## config.mk

```make
export PLATFORM = sky130hd
export DESIGN_NAME = uart_core
export DESIGN_NICKNAME = d
export VERILOG_FILES = /design/src/rtl/uart_pkg.sv /design/src/rtl/uart_baud_tick.sv /design/src/rtl/uart_core.sv
export SDC_FILE = /design/constraint.sdc
export NUM_CORES = 1
export LEC_CHECK = 0
export CAP_MARGIN = 10
export CORE_UTILIZATION = 38
export DETAILED_ROUTE_END_ITERATION = 10
export PLACE_DENSITY = 0.62
export SLEW_MARGIN = 20
export SYNTH_ARGS = -nofsm -noshare
export SYNTH_HDL_FRONTEND = slang
export SYNTH_HIERARCHICAL = 1
export SYNTH_SLANG_ARGS = --single-unit
```

## constraint.sdc

```tcl
create_clock -name clk -period 4.8 [get_ports clk]
set_clock_uncertainty 0.1 [all_clocks]
set_input_delay 0.48 -clock clk [delete_from_list [all_inputs] [get_ports clk]]
set_output_delay 0.48 -clock clk [all_outputs]
set_load 0.02 [all_outputs]
```

## src/rtl/uart_pkg.sv

```systemverilog
// Shared types, tick constants and helpers for uart_core.
package uart_pkg;

  typedef enum logic [2:0] {
    TX_IDLE   = 3'd0,
    TX_START  = 3'd1,
    TX_DATA   = 3'd2,
    TX_PARITY = 3'd3,
    TX_STOP   = 3'd4
  } tx_state_t;

  typedef enum logic [2:0] {
    RX_IDLE   = 3'd0,
    RX_START  = 3'd1,
    RX_DATA   = 3'd2,
    RX_PARITY = 3'd3,
    RX_STOP   = 3'd4
  } rx_state_t;

  localparam int unsigned TICKS_PER_BIT = 16;
  // Sample points are 1-based tick numbers within a bit.
  localparam int unsigned SAMPLE_EARLY  = 7;
  localparam int unsigned SAMPLE_MID    = 8;
  localparam int unsigned SAMPLE_LATE   = 9;

  function automatic int unsigned calc_div(input int unsigned freq, input int unsigned baud);
    int unsigned d;
    d = freq / (baud * 32'd16);
    return (d == 32'd0) ? 32'd1 : d;
  endfunction

  function automatic logic maj3(input logic [2:0] v);
    return (v[0] & v[1]) | (v[0] & v[2]) | (v[1] & v[2]);
  endfunction

  function automatic logic parity_of(input logic [8:0] d, input logic odd);
    return (^d) ^ odd;
  endfunction

endpackage

```

## src/rtl/uart_baud_tick.sv

```systemverilog
// Oversample tick generator: one-cycle tick every DIV clocks, restartable.
module uart_baud_tick #(
  parameter int unsigned DIV = 27
) (
  input  logic clk,
  input  logic rst,
  input  logic restart,
  output logic tick
);

  localparam int unsigned W = (DIV > 1) ? $clog2(DIV) : 1;

  logic [W-1:0] cnt_r;

  // Divider counter, cleared by restart so the first tick lands DIV clocks later.
  always_ff @(posedge clk or posedge rst) begin
    if (rst) begin
      cnt_r <= '0;
    end else if (restart || tick) begin
      cnt_r <= '0;
    end else begin
      cnt_r <= cnt_r + {{(W-1){1'b0}}, 1'b1};
    end
  end

  assign tick = (cnt_r == W'(DIV - 1)) && !restart;

endmodule

```

## src/rtl/uart_core.sv

```systemverilog
// Full-duplex UART with 16x oversampled, majority-voted receiver.
// Optional parity bit enabled by defining UART_PARITY_EN.
module uart_core #(
  parameter int unsigned FREQ       = 50_000_000,
  parameter int unsigned BAUDRATE   = 115_200,
  parameter int unsigned DATA_BITS  = 8,
  parameter int unsigned STOP_BITS  = 1,
  parameter int unsigned PARITY_ODD = 0
) (
  input  logic                 clk,
  input  logic                 rst,
  input  logic                 rx,
  output logic                 tx,
  input  logic [DATA_BITS-1:0] tx_data,
  input  logic                 tx_valid,
  output logic                 tx_ready,
  output logic [DATA_BITS-1:0] rx_data,
  output logic                 rx_valid,
  output logic                 rx_frame_err,
  output logic                 rx_parity_err
);
  import uart_pkg::*;

  localparam int unsigned DIV = calc_div(FREQ, BAUDRATE);
  localparam logic [3:0] BIT_END   = 4'(TICKS_PER_BIT - 1);
  localparam logic [3:0] VOTE_A    = 4'(SAMPLE_EARLY - 1);
  localparam logic [3:0] VOTE_B    = 4'(SAMPLE_MID - 1);
  localparam logic [3:0] VOTE_C    = 4'(SAMPLE_LATE - 1);
  localparam logic [3:0] DATA_LAST = 4'(DATA_BITS - 1);
  localparam logic [3:0] STOP_LAST = 4'(STOP_BITS - 1);

  tx_state_t            tx_state_r;
  logic [DATA_BITS-1:0] tx_shift_r;
  logic [3:0]           tx_tick_cnt_r;
  logic [3:0]           tx_bit_cnt_r;
  logic                 tx_tick_s;

  rx_state_t            rx_state_r;
  logic                 rx_meta_r, rx_sync_r, rx_prev_r;
  logic [1:0]           rx_vote_r;
  logic [DATA_BITS-1:0] rx_shift_r;
  logic [3:0]           rx_tick_cnt_r;
  logic [3:0]           rx_bit_cnt_r;
  logic                 rx_ferr_r;
  logic                 rx_tick_s;
  logic                 rx_fall_s;
  logic                 rx_bit_s;
`ifdef UART_PARITY_EN
  logic                 tx_par_r;
  logic                 rx_perr_r;
`endif

  uart_baud_tick #(.DIV(DIV)) u_tx_tick (
    .clk(clk), .rst(rst), .restart(tx_state_r == TX_IDLE), .tick(tx_tick_s)
  );

  uart_baud_tick #(.DIV(DIV)) u_rx_tick (
    .clk(clk), .rst(rst), .restart(rx_state_r == RX_IDLE), .tick(rx_tick_s)
  );

  // Transmit FSM: every bit is held for 16 ticks, stop bits for STOP_BITS*16.
  always_ff @(posedge clk or posedge rst) begin
    if (rst) begin
      tx_state_r    <= TX_IDLE;
      tx            <= 1'b1;
      tx_ready      <= 1'b1;
      tx_shift_r    <= '0;
      tx_tick_cnt_r <= 4'd0;
      tx_bit_cnt_r  <= 4'd0;
`ifdef UART_PARITY_EN
      tx_par_r      <= 1'b0;
`endif
    end else begin
      case (tx_state_r)
        TX_IDLE: begin
          if (tx_valid) begin
            tx_state_r    <= TX_START;
            tx            <= 1'b0;
            tx_ready      <= 1'b0;
            tx_shift_r    <= tx_data;
            tx_tick_cnt_r <= 4'd0;
            tx_bit_cnt_r  <= 4'd0;
`ifdef UART_PARITY_EN
            tx_par_r      <= parity_of(9'(tx_data), PARITY_ODD != 0);
`endif
          end
        end
        TX_START, TX_DATA, TX_PARITY, TX_STOP: begin
          if (tx_tick_s) begin
            tx_tick_cnt_r <= tx_tick_cnt_r + 4'd1;
            if (tx_tick_cnt_r == BIT_END) begin
              case (tx_state_r)
                TX_START: begin
                  tx_state_r <= TX_DATA;
                  tx         <= tx_shift_r[0];
                  tx_shift_r <= tx_shift_r >> 1;
                end
                TX_DATA: begin
                  if (tx_bit_cnt_r == DATA_LAST) begin
                    tx_bit_cnt_r <= 4'd0;
`ifdef UART_PARITY_EN
                    tx_state_r   <= TX_PARITY;
                    tx           <= tx_par_r;
`else
                    tx_state_r   <= TX_STOP;
                    tx           <= 1'b1;
`endif
                  end else begin
                    tx_bit_cnt_r <= tx_bit_cnt_r + 4'd1;
                    tx           <= tx_shift_r[0];
                    tx_shift_r   <= tx_shift_r >> 1;
                  end
                end
`ifdef UART_PARITY_EN
                TX_PARITY: begin
                  tx_state_r <= TX_STOP;
                  tx         <= 1'b1;
                end
`endif
                TX_STOP: begin
                  if (tx_bit_cnt_r == STOP_LAST) begin
                    tx_state_r <= TX_IDLE;
                    tx_ready   <= 1'b1;
                  end else begin
                    tx_bit_cnt_r <= tx_bit_cnt_r + 4'd1;
                  end
                end
                default: begin
                  tx_state_r <= TX_IDLE;
                  tx         <= 1'b1;
                  tx_ready   <= 1'b1;
                end
              endcase
            end
          end
        end
        default: begin
          tx_state_r <= TX_IDLE;
          tx         <= 1'b1;
          tx_ready   <= 1'b1;
        end
      endcase
    end
  end

  // Two-flop synchroniser plus one history flop for start-edge detection.
  always_ff @(posedge clk or posedge rst) begin
    if (rst) begin
      rx_meta_r <= 1'b1;
      rx_sync_r <= 1'b1;
      rx_prev_r <= 1'b1;
    end else begin
      rx_meta_r <= rx;
      rx_sync_r <= rx_meta_r;
      rx_prev_r <= rx_sync_r;
    end
  end

  assign rx_fall_s = rx_prev_r & ~rx_sync_r;
  assign rx_bit_s  = maj3({rx_vote_r, rx_sync_r});

  // Receive FSM: votes at the bit centre; the last stop vote ends the frame early
  // so a back-to-back start edge is still caught.
  always_ff @(posedge clk or posedge rst) begin
    if (rst) begin
      rx_state_r    <= RX_IDLE;
      rx_vote_r     <= 2'b00;
      rx_shift_r    <= '0;
      rx_tick_cnt_r <= 4'd0;
      rx_bit_cnt_r  <= 4'd0;
      rx_ferr_r     <= 1'b0;
      rx_valid      <= 1'b0;
      rx_data       <= '0;
      rx_frame_err  <= 1'b0;
`ifdef UART_PARITY_EN
      rx_perr_r     <= 1'b0;
      rx_parity_err <= 1'b0;
`endif
    end else begin
      rx_valid <= 1'b0;
      case (rx_state_r)
        RX_IDLE: begin
          if (rx_fall_s) begin
            rx_state_r    <= RX_START;
            rx_tick_cnt_r <= 4'd0;
            rx_bit_cnt_r  <= 4'd0;
            rx_ferr_r     <= 1'b0;
`ifdef UART_PARITY_EN
            rx_perr_r     <= 1'b0;
`endif
          end
        end
        RX_START, RX_DATA, RX_PARITY, RX_STOP: begin
          if (rx_tick_s) begin
            rx_tick_cnt_r <= rx_tick_cnt_r + 4'd1;
            if (rx_tick_cnt_r == VOTE_A || rx_tick_cnt_r == VOTE_B) begin
              rx_vote_r <= {rx_vote_r[0], rx_sync_r};
            end
            if (rx_tick_cnt_r == VOTE_C) begin
              case (rx_state_r)
                RX_START: begin
                  if (rx_bit_s) rx_state_r <= RX_IDLE;
                end
                RX_DATA: rx_shift_r <= {rx_bit_s, rx_shift_r[DATA_BITS-1:1]};
`ifdef UART_PARITY_EN
                RX_PARITY: rx_perr_r <= rx_bit_s ^ parity_of(9'(rx_shift_r), PARITY_ODD != 0);
`endif
                RX_STOP: begin
                  if (rx_bit_cnt_r == STOP_LAST) begin
                    rx_state_r    <= RX_IDLE;
                    rx_valid      <= 1'b1;
                    rx_data       <= rx_shift_r;
                    rx_frame_err  <= rx_ferr_r | ~rx_bit_s;
`ifdef UART_PARITY_EN
                    rx_parity_err <= rx_perr_r;
`endif
                  end else begin
                    rx_ferr_r <= rx_ferr_r | ~rx_bit_s;
                  end
                end
                default: rx_state_r <= RX_IDLE;
              endcase
            end
            if (rx_tick_cnt_r == BIT_END) begin
              case (rx_state_r)
                RX_START: rx_state_r <= RX_DATA;
                RX_DATA: begin
                  if (rx_bit_cnt_r == DATA_LAST) begin
                    rx_bit_cnt_r <= 4'd0;
`ifdef UART_PARITY_EN
                    rx_state_r   <= RX_PARITY;
`else
                    rx_state_r   <= RX_STOP;
`endif
                  end else begin
                    rx_bit_cnt_r <= rx_bit_cnt_r + 4'd1;
                  end
                end
                RX_PARITY: rx_state_r <= RX_STOP;
                RX_STOP:   rx_bit_cnt_r <= rx_bit_cnt_r + 4'd1;
                default:   rx_state_r <= RX_IDLE;
              endcase
            end
          end
        end
        default: rx_state_r <= RX_IDLE;
      endcase
    end
  end

`ifndef UART_PARITY_EN
  assign rx_parity_err = 1'b0;
`endif

endmodule
```

Run 1, metal 2:
Scale: 4 px per um.
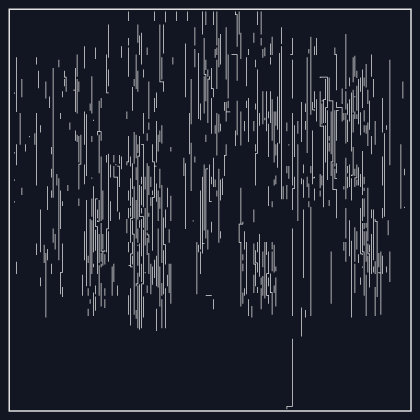
- nets with wire on the layer: 327
- wire length on this layer: 3300 um
- longest straight run: 38.1 um
- share of all routed wire: 49%
- main direction: vertical

Run 1, placement view:
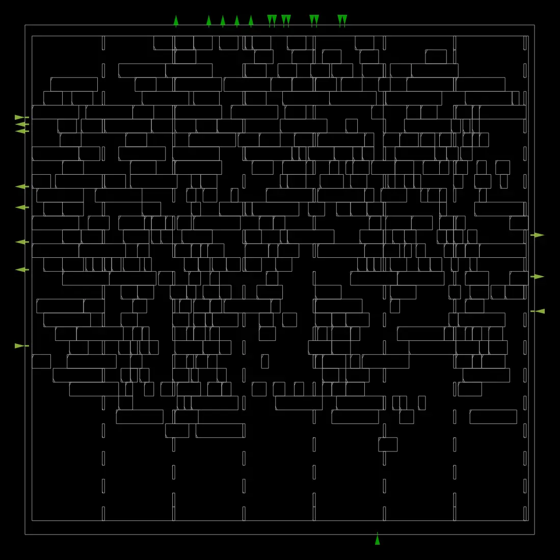
flop share of the area: 39.8%
# rows: 35
Final Non-Filler Cells: 491
Layout fillers: 890

Run 1, port wiring:
Scale: 3 px per um.
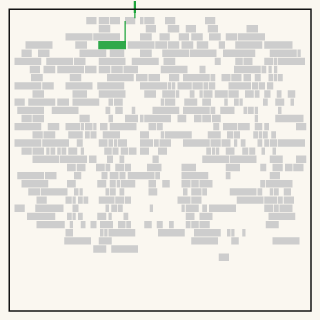
- rx_valid: green (bits 1; direction output; end cells 1; buffers 1; wire 9.30 um)

Run 1, pin placement:
Scale: 4 px per um. Pins as bars across the die edge, other pins in gray.
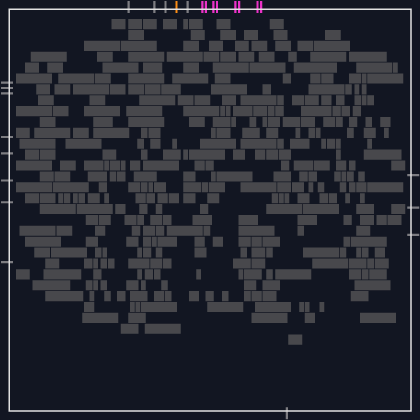
- tx_data: magenta (pins 8; direction input; edge top)
- rx_valid: orange (pins 1; direction output; edge top)
- all pins by edge: 13 top, 8 left, 3 right, 1 bottom

run 1: kinds of logic (layout without fill, tap and decap cells):
family	Yosys count	after routing	synth area share (%)
and+or+nand+nor	101	101	18.3
AOI/OAI and AO/OA	79	79	14.4
DFF	66	66	45.3
muxes	38	38	11.7
buffers and inverters	38	61	4.96
adders and majority gates	13	13	4.38
xor gates and xnor gates	3	3	0.719
other	1	1	0.103
run 1: sequential cells by signal (all words and copies together) (netlist names), 2 cells and up:
register / count
rx_bit_cnt_r: 4
tx_bit_cnt_r: 4
tx_tick_cnt_r: 4
u_rx_tick/cnt_r: 5
rx_vote_r: 2
rx_shift_r: 8
tx_shift_r: 8
rx_state_r: 3
rx_data: 8
u_tx_tick/cnt_r: 5
tx_state_r: 3
rx_tick_cnt_r: 4
run 1: through the flow:
stage	hold WS (ns)	utilization, %	setup WS, ns
after global placement	0.248	42.6	1.61
after CTS	0.261	44.9	1.49
after global routing	0.266	44.9	1.12
after detailed placement	0.248	42.6	1.49
after floorplan	0.159	-	2.31
final	0.259	44.9	1.45
run 1: cell type report:
type,instances,area [sq um]
fill,890,5110
multi-input combinational,235,1820
sequential,66,1660
timing repair buffer,25,245
tap,129,161
clock buffer,11,151
inverter,20,75.1
clock inverter,5,61.3
run 1: cells in the final DEF, fill, tap and decap left out, types with 4 or more instances in the layout:
master / n
nor2b_1: 5
nor4b_1: 4
inv_1: 19
nand3_1: 9
a211oi_1: 6
clkdlybuf4s50_1: 23
nor3_1: 7
a31oi_1: 6
ha_1: 12
mux2_2: 35
dfstp_2: 5
and4_2: 4
and3_1: 5
o21ai_0: 14
dfrtp_1: 61
nor4_2: 4
a21oi_1: 20
nor2_1: 13
or3_1: 4
clkbuf_8: 11
o21bai_1: 6
nand2_1: 15
==> impl_metrics.env, run 1 <==
# flow metrics
export IMPL_crit_end="tx_shift_r[5]$_DFFE_PP0P_"
export IMPL_htreeDepth=3
export IMPL_seqPwrFrac_pct=46.7
export IMPL_setup_viol=0
export IMPL_critPathTopFamily="simple AND/OR/NAND/NOR gates"
export IMPL_dpl_cell_count=475
export IMPL_powerDensity_nw_per_um2=375
export IMPL_path_buffers=2
export IMPL_fmax_mhz=299
export IMPL_port_buffers=23
export IMPL_dr_pass1_iters=4
export IMPL_slew_headroom_pct=49.9
export IMPL_yosys_area_sq_um=3660
export IMPL_hold_class="reg -> reg"
export IMPL_max_slew_worst_pin_slew_ns=0.749
export IMPL_antenna_found_initial=0
export IMPL_pin_count=25
export IMPL_drv_cap=0
export IMPL_final_area_sq_um=4170
export IMPL_swShare_pct=30.5
export IMPL_cts_buffers=9
export IMPL_synth_area_sq_um=3660
export IMPL_cts_tree="built"
export IMPL_grt_start_max_net_pins=57
export IMPL_cp_startpoint="tx_state_r[2]$_DFFE_PP0P_"
export IMPL_status="complete, no violations"
export IMPL_yosysMostFrequentCell="dfrtp_1"
export IMPL_chipWidth_um=100
export IMPL_postCtsSetupBuffers=0
export IMPL_worstHoldStart="rx_meta_r$_DFF_PP1_"
export IMPL_top_cells_by_count="dfrtp_1 (61), mux2_2 (35), a21oi_1 (20), inv_1 (20), nand2_1 (15)"
export IMPL_fin_setup_tns_ns=0
export IMPL_dieHeight_um=100
export IMPL_hold_end="rx_sync_r$_DFF_PP1_"
export IMPL_synth_top_cell_by_area="dfrtp_1"
export IMPL_worst_r2r_path_depth=8
export IMPL_drc=0
export IMPL_totalWireLength_um=6810
export IMPL_async_flop_share_pct=100
export IMPL_hpwl_um=4650
export IMPL_cp_max_fo=16
export IMPL_clk_pin_slew_ns=0.07
export IMPL_grt_met3_usage_pct=3.62
export IMPL_critPathSlowestCell="dfrtp_1"
export IMPL_finalWeightedCongestion=0.804
export IMPL_p_int_uw=1090
export IMPL_reg2reg_to="tx_shift_r[5]$_DFFE_PP0P_"
export IMPL_comb_power_share_pct=21.8
export IMPL_crit_arrival_ns=3.46
Run 1, signal wires by layer:
Scale: 3 px per um. Two of the layers only.
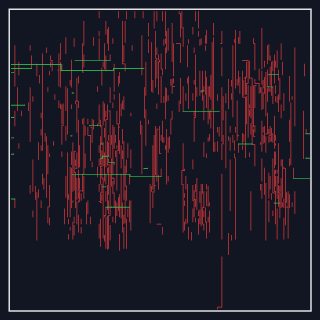

==> run 2: changes to the inputs <==
Settings changed: PLACE_DENSITY 0.62 to 0.65.
Clock period 4.8 ns to 2.9 ns, I/O delays scaled along.
Run 2, signal wires by layer:
Scale: 3 px per um. Two of the layers only.
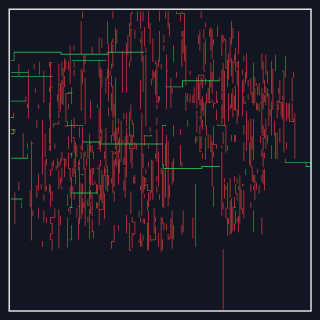
- metal 2: red (wire length 3200 um)
- metal 3: green (wire length 192 um)

==> impl_metrics.env, run 2 <==
# flow metrics
export IMPL_grt_pass1_wl_um=12400
export IMPL_cts_buffers=9
export IMPL_crit_arrival_ns=2.79
export IMPL_drt_iter0_markers=142
export IMPL_ys_sh_simple_pct=18.3
export IMPL_slowest_delay_ns=0.66
export IMPL_hpwl_um=4860
export IMPL_dr_pass1_iters=4
export IMPL_ys_sh_aoi_pct=14.4
export IMPL_final_common_cell="dfrtp_1"
export IMPL_path_buffers=1
export IMPL_synth_edff_count=0
export IMPL_fillCellCount=905
export IMPL_synth_mux_area_fraction_pct=11.7
export IMPL_xor_share_pct=0.719
export IMPL_overflow=0
export IMPL_dieHeight_um=100
export IMPL_hold_slack_ns=0.154
export IMPL_cts_resized=0
export IMPL_dpl_cell_count=486
export IMPL_clk_pin_slew_ns=0.07
export IMPL_cp_cell_sequence="inv_1 -> ha_1 -> and4b_1 -> nor2b_1 -> nand4b_1 -> or4_1 -> mux2_2"
export IMPL_topCellsByArea="dfrtp_1 (42%), mux2_2 (11%), ha_1 (4.1%)"
export IMPL_pre_cts_ws_ns=0.248
export IMPL_timing_final_ws_setup_ns=0.234
export IMPL_port_buffers=23
export IMPL_antenna_found_initial=0
export IMPL_via_per_inst=5.34
export IMPL_yosysTopAreaCellShare_pct=41.8
export IMPL_critPathTopFamily="simple AND/OR/NAND/NOR gates"
export IMPL_final_cell_mix="dfrtp_1 (61), mux2_2 (35), clkdlybuf4s50_1 (23), a21oi_1 (20), inv_1 (19)"
export IMPL_largestRegisters="rx_data (8), rx_shift_r (8), tx_shift_r (8)"
export IMPL_logic_family="simple AND/OR/NAND/NOR gates"
export IMPL_synthesis_nets=363
export IMPL_critPathSlowestCell="or4_1"
export IMPL_top_cells_by_count="dfrtp_1 (61), mux2_2 (35), a21oi_1 (20), inv_1 (20), nand2_1 (15)"
export IMPL_fmax_mhz=375
export IMPL_yosysMostFrequentCell="dfrtp_1"
export IMPL_powerDensity_nw_per_um2=582
export IMPL_async_flop_share_pct=100
export IMPL_yosys_area_sq_um=3660
export IMPL_hold_viol=0
export IMPL_placementRows=35
export IMPL_htreeDepth=3
export IMPL_finalWeightedCongestion=0.814
export IMPL_slew_headroom_pct=63.9
export IMPL_cts_hold_buffers_added=0
export IMPL_crit_path_end_kind="register"
export IMPL_layout_drive_gt1_share_pct=24.1
export IMPL_grt_usage_pct=15.7
export IMPL_synth_top_cell_by_area="dfrtp_1"
export IMPL_ys_flop_type="dfrtp_1"
export IMPL_cp_required_ns=3.02
export IMPL_cp_max_fo=8
export IMPL_yosys_cells=339
export IMPL_synth_area_sq_um=3660
export IMPL_final_comb_area_sq_um=1820
export IMPL_ant_nets=0
export IMPL_power_total_uw=2450
export IMPL_synth_cell_types=67
export IMPL_ys_flops=66
export IMPL_hold_class="in -> async"
export IMPL_fin_util_pct=45.3
export IMPL_postCtsSetupBuffers=0
export IMPL_instances_no_fill=502
export IMPL_fin_setup_tns_ns=0
export IMPL_setup_viol=0
export IMPL_status="complete, no violations"
export IMPL_pin_count=25
export IMPL_warning_count=32
export IMPL_cts_tree="built"
export IMPL_synth_adder_area_share_pct=4.38
export IMPL_cts_path_max_buffers=2
export IMPL_chipWidth_um=100
export IMPL_worstSetupStartpointType="register"
export IMPL_syn_area_per_cell_sq_um=10.8
export IMPL_regArea_sq_um=1660
export IMPL_final_area_sq_um=4210
export IMPL_drv_cap=0
export IMPL_drc=0
export IMPL_grt_start_max_net_pins=25
export IMPL_max_slew_worst_pin_slew_ns=0.534
Run 2, metal 2:
Scale: 4 px per um.
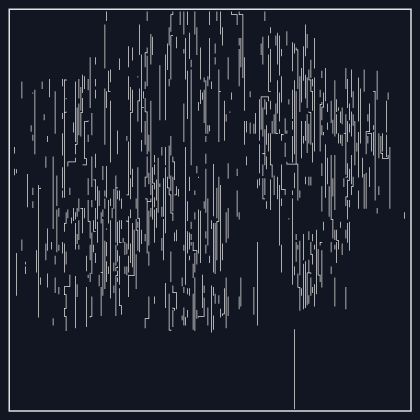
- longest straight run: 34.3 um
- nets with wire on the layer: 335
- main direction: vertical
drt total wl: 6900 um
GR Layer Usage met2: 25.4%

==> run 2: where the power goes <==
group | leakage, uW | switching (uW) | internal [uW]
clock network | 0.0000810 | 354 | 306
registers | 0.000867 | 122 | 1070
logic | 0.000899 | 306 | 295
==> run 2: final cells by class <==
cell class                      instances  area share (%)
Clock buffer                            9            2.94
Clock inverter                          7            1.10
Inverter                               20            1.78
Multi-Input combinational cell        235            43.2
Sequential cell                        66            39.4
Tap cell                              129            3.83
Timing Repair Buffer                   36            7.79
==> run 2: cells by family after synthesis <==
| kind of cell | after synthesis |
|---|---|
| buffers and inverters | 38 |
| AND-OR/OR-AND | 79 |
| flip-flops | 66 |
| AND/OR/NAND/NOR | 101 |
| adder cells (fa/ha/maj) | 13 |
| XOR/XNOR | 3 |
| other | 1 |
| multiplexers | 38 |
==> run 2: routing by layer <==
metal,vias up,track usage [%],routed length (um)
li1,1308,-,-
met1,1335,20.4,3420
met2,25,25.4,3200
met3,11,4.11,191
met4,0,5.46,85
met5,-,0,0
==> run 2: path summary, 6_finish.rpt <==
path                                                      to  slack (ns)  cells past startpoint                         start
worst max-delay path               rx_shift_r[1]$_DFFE_PP0P_        0.23                      7  u_rx_tick/cnt_r[0]$_DFF_PP0_
worst min-delay path            u_rx_tick/cnt_r[4]$_DFF_PP0_        0.15                      2                           rst
worst max register to register     rx_shift_r[1]$_DFFE_PP0P_        0.23                      7  u_rx_tick/cnt_r[0]$_DFF_PP0_
worst min register to register           rx_sync_r$_DFF_PP1_        0.26                      0           rx_meta_r$_DFF_PP1_
max in group asynchronous                rx_sync_r$_DFF_PP1_        1.72                      3                           rst
min in group clk                         rx_meta_r$_DFF_PP1_        0.26                      1                            rx
Run 2, placement view:
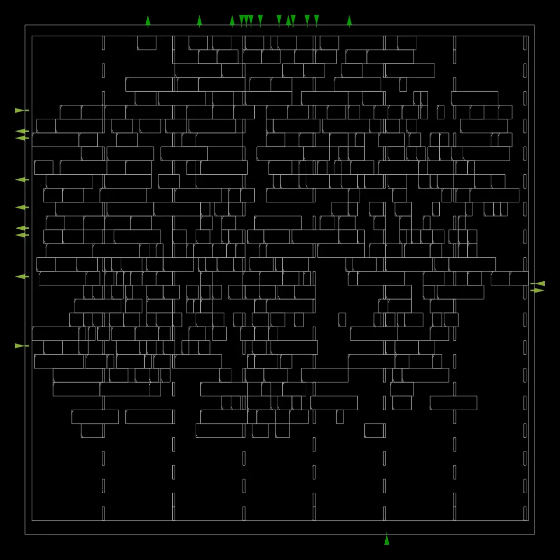

==> run 3: changes to the inputs <==
Settings changed: CORE_UTILIZATION 38 to 45, PLACE_DENSITY 0.65 to 0.73, SLEW_MARGIN 20 to 5.
Run 3, placement view:
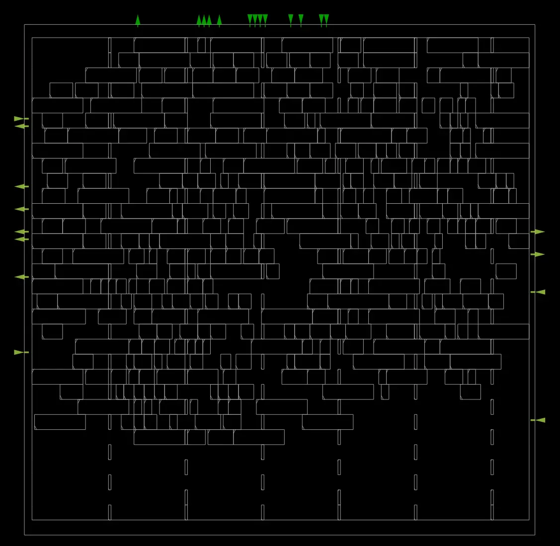
Layout fillers: 688
flop share of the area: 39.1%
CORE AREA: 7810 sq um

==> impl_metrics.env, run 3 <==
# flow metrics
export IMPL_cts_path_max_buffers=2
export IMPL_critPathSlowestCell="or4_1"
export IMPL_syn_area_per_cell_sq_um=10.8
export IMPL_grt_busiest_layer="met2"
export IMPL_dr_pass1_iters=4
export IMPL_status="complete, no violations"
export IMPL_final_cell_mix="dfrtp_1 (61), mux2_2 (35), clkdlybuf4s50_1 (23), a21oi_1 (20), inv_1 (19)"
export IMPL_cp_required_ns=3.04
export IMPL_powerDensity_nw_per_um2=629
export IMPL_met1_usage_pct=22.9
export IMPL_seqPwrFrac_pct=44.9
export IMPL_cts_tree="built"
export IMPL_worstSetupStartpointType="register"
export IMPL_critPathTopFamily="simple AND/OR/NAND/NOR gates"
export IMPL_pg_comb_uw=610
export IMPL_top_power_group="registers"
export IMPL_finalWeightedCongestion=0.886
export IMPL_crit_path_end_kind="register"
export IMPL_yosysMostFrequentCell="dfrtp_1"
export IMPL_p_int_uw=1850
export IMPL_clk_pin_slew_ns=0.08
export IMPL_powerSeq_uw=1190
export IMPL_port_buffers=23
export IMPL_cts_hold_buffers_added=0
export IMPL_synth_cell_types=67
export IMPL_grt_pass1_wl_um=12300
export IMPL_final_common_cell="dfrtp_1"
export IMPL_ys_sh_simple_pct=18.3
export IMPL_grt_usage_pct=18.2
export IMPL_cp_max_fo=8
export IMPL_ys_flops=66
export IMPL_synthesis_nets=363
export IMPL_ys_sh_aoi_pct=14.4
export IMPL_synth_adder_area_share_pct=4.38
export IMPL_synth_area_sq_um=3660
export IMPL_pre_cts_ws_ns=0.159
export IMPL_logic_family="simple AND/OR/NAND/NOR gates"
export IMPL_slowest_delay_ns=0.68
export IMPL_hpwl_um=4960
export IMPL_swShare_pct=30.7
export IMPL_async_flop_share_pct=100
export IMPL_grt_met3_usage_pct=5.80
export IMPL_xor_share_pct=0.719
export IMPL_postCtsSetupBuffers=0
export IMPL_dr_wl_met3_um=280
export IMPL_dieHeight_um=92.1
export IMPL_path_buffers=1
export IMPL_fmax_mhz=375
export IMPL_crit_arrival_ns=2.80
export IMPL_synth_mux_area_fraction_pct=11.7
export IMPL_yosysTopAreaCellShare_pct=41.8
export IMPL_routed_top_layer="met4"
export IMPL_ant_nets=0
export IMPL_power_total_uw=2660
export IMPL_hold_class="in -> async"
export IMPL_antenna_found_initial=0
export IMPL_fin_setup_tns_ns=0
export IMPL_drv_cap=0
export IMPL_slew_headroom_pct=56.8
export IMPL_p_clk_uw=858
export IMPL_synth_edff_count=0
export IMPL_grtUsageMet2_pct=30.0
Run 3, signal wires by layer:
Scale: 3 px per um. Two of the layers only.
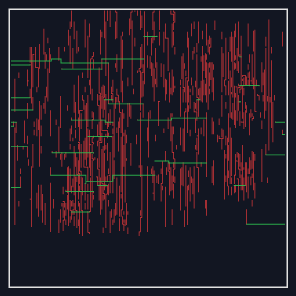
- metal 2: red (wire length 3460 um)
- metal 3: green (wire length 281 um)

run 3: area by class of cell:
cell class | instances | area [sq um] | share of cell area [%]
Inverter | 20 | 75.1 | 1.77
Multi-Input combinational cell | 235 | 1820 | 42.9
Clock buffer | 9 | 124 | 2.92
Clock inverter | 7 | 93.8 | 2.22
Sequential cell | 66 | 1660 | 39.1
Tap cell | 102 | 128 | 3.01
Timing Repair Buffer | 36 | 340 | 8.04
run 3: per-stage QoR:
step                hold slack (ns)  cells  utilization [%]
finish                        0.119    475             54.2
global route                  0.152    475             54.2
CTS                           0.125    474             54.2
detailed placement            0.253    458             51.4
global placement              0.247    458             51.4
floorplan                   -0.0315    339                -
run 3: worst reg2reg max path, cell delays in order (launching register included):
cell and delay [ns]:
dfrtp_1 0.43, inv_1 0.08, ha_1 0.13, and4b_1 0.34, nor2b_1 0.22, nand4b_1 0.24
or4_1 0.68, mux2_2 0.35
run 3: final timing paths:
kind	slack (ns)	cells after the start	from	endpoint
setup / recovery	0.23	7	u_rx_tick/cnt_r[0]$_DFF_PP0_	rx_shift_r[4]$_DFFE_PP0P_
hold / removal	0.12	2	rst	u_tx_tick/cnt_r[0]$_DFF_PP0_
setup reg to reg	0.23	7	u_rx_tick/cnt_r[0]$_DFF_PP0_	rx_shift_r[4]$_DFFE_PP0P_
hold reg to reg	0.26	0	rx_meta_r$_DFF_PP1_	rx_sync_r$_DFF_PP1_
max in group asynchronous	1.75	3	rst	tx_ready$_DFFE_PP1P_
min in group clk	0.25	1	rx	rx_meta_r$_DFF_PP1_
run 3: kinds of logic after synthesis:
kind of cell,after synthesis
flip-flops,66
XOR/XNOR,3
AND-OR/OR-AND,79
adder cells (fa/ha/maj),13
AND/OR/NAND/NOR,101
other,1
buffers and inverters,38
multiplexers,38
No activity file was given, so power comes from the tool's default toggle rates.
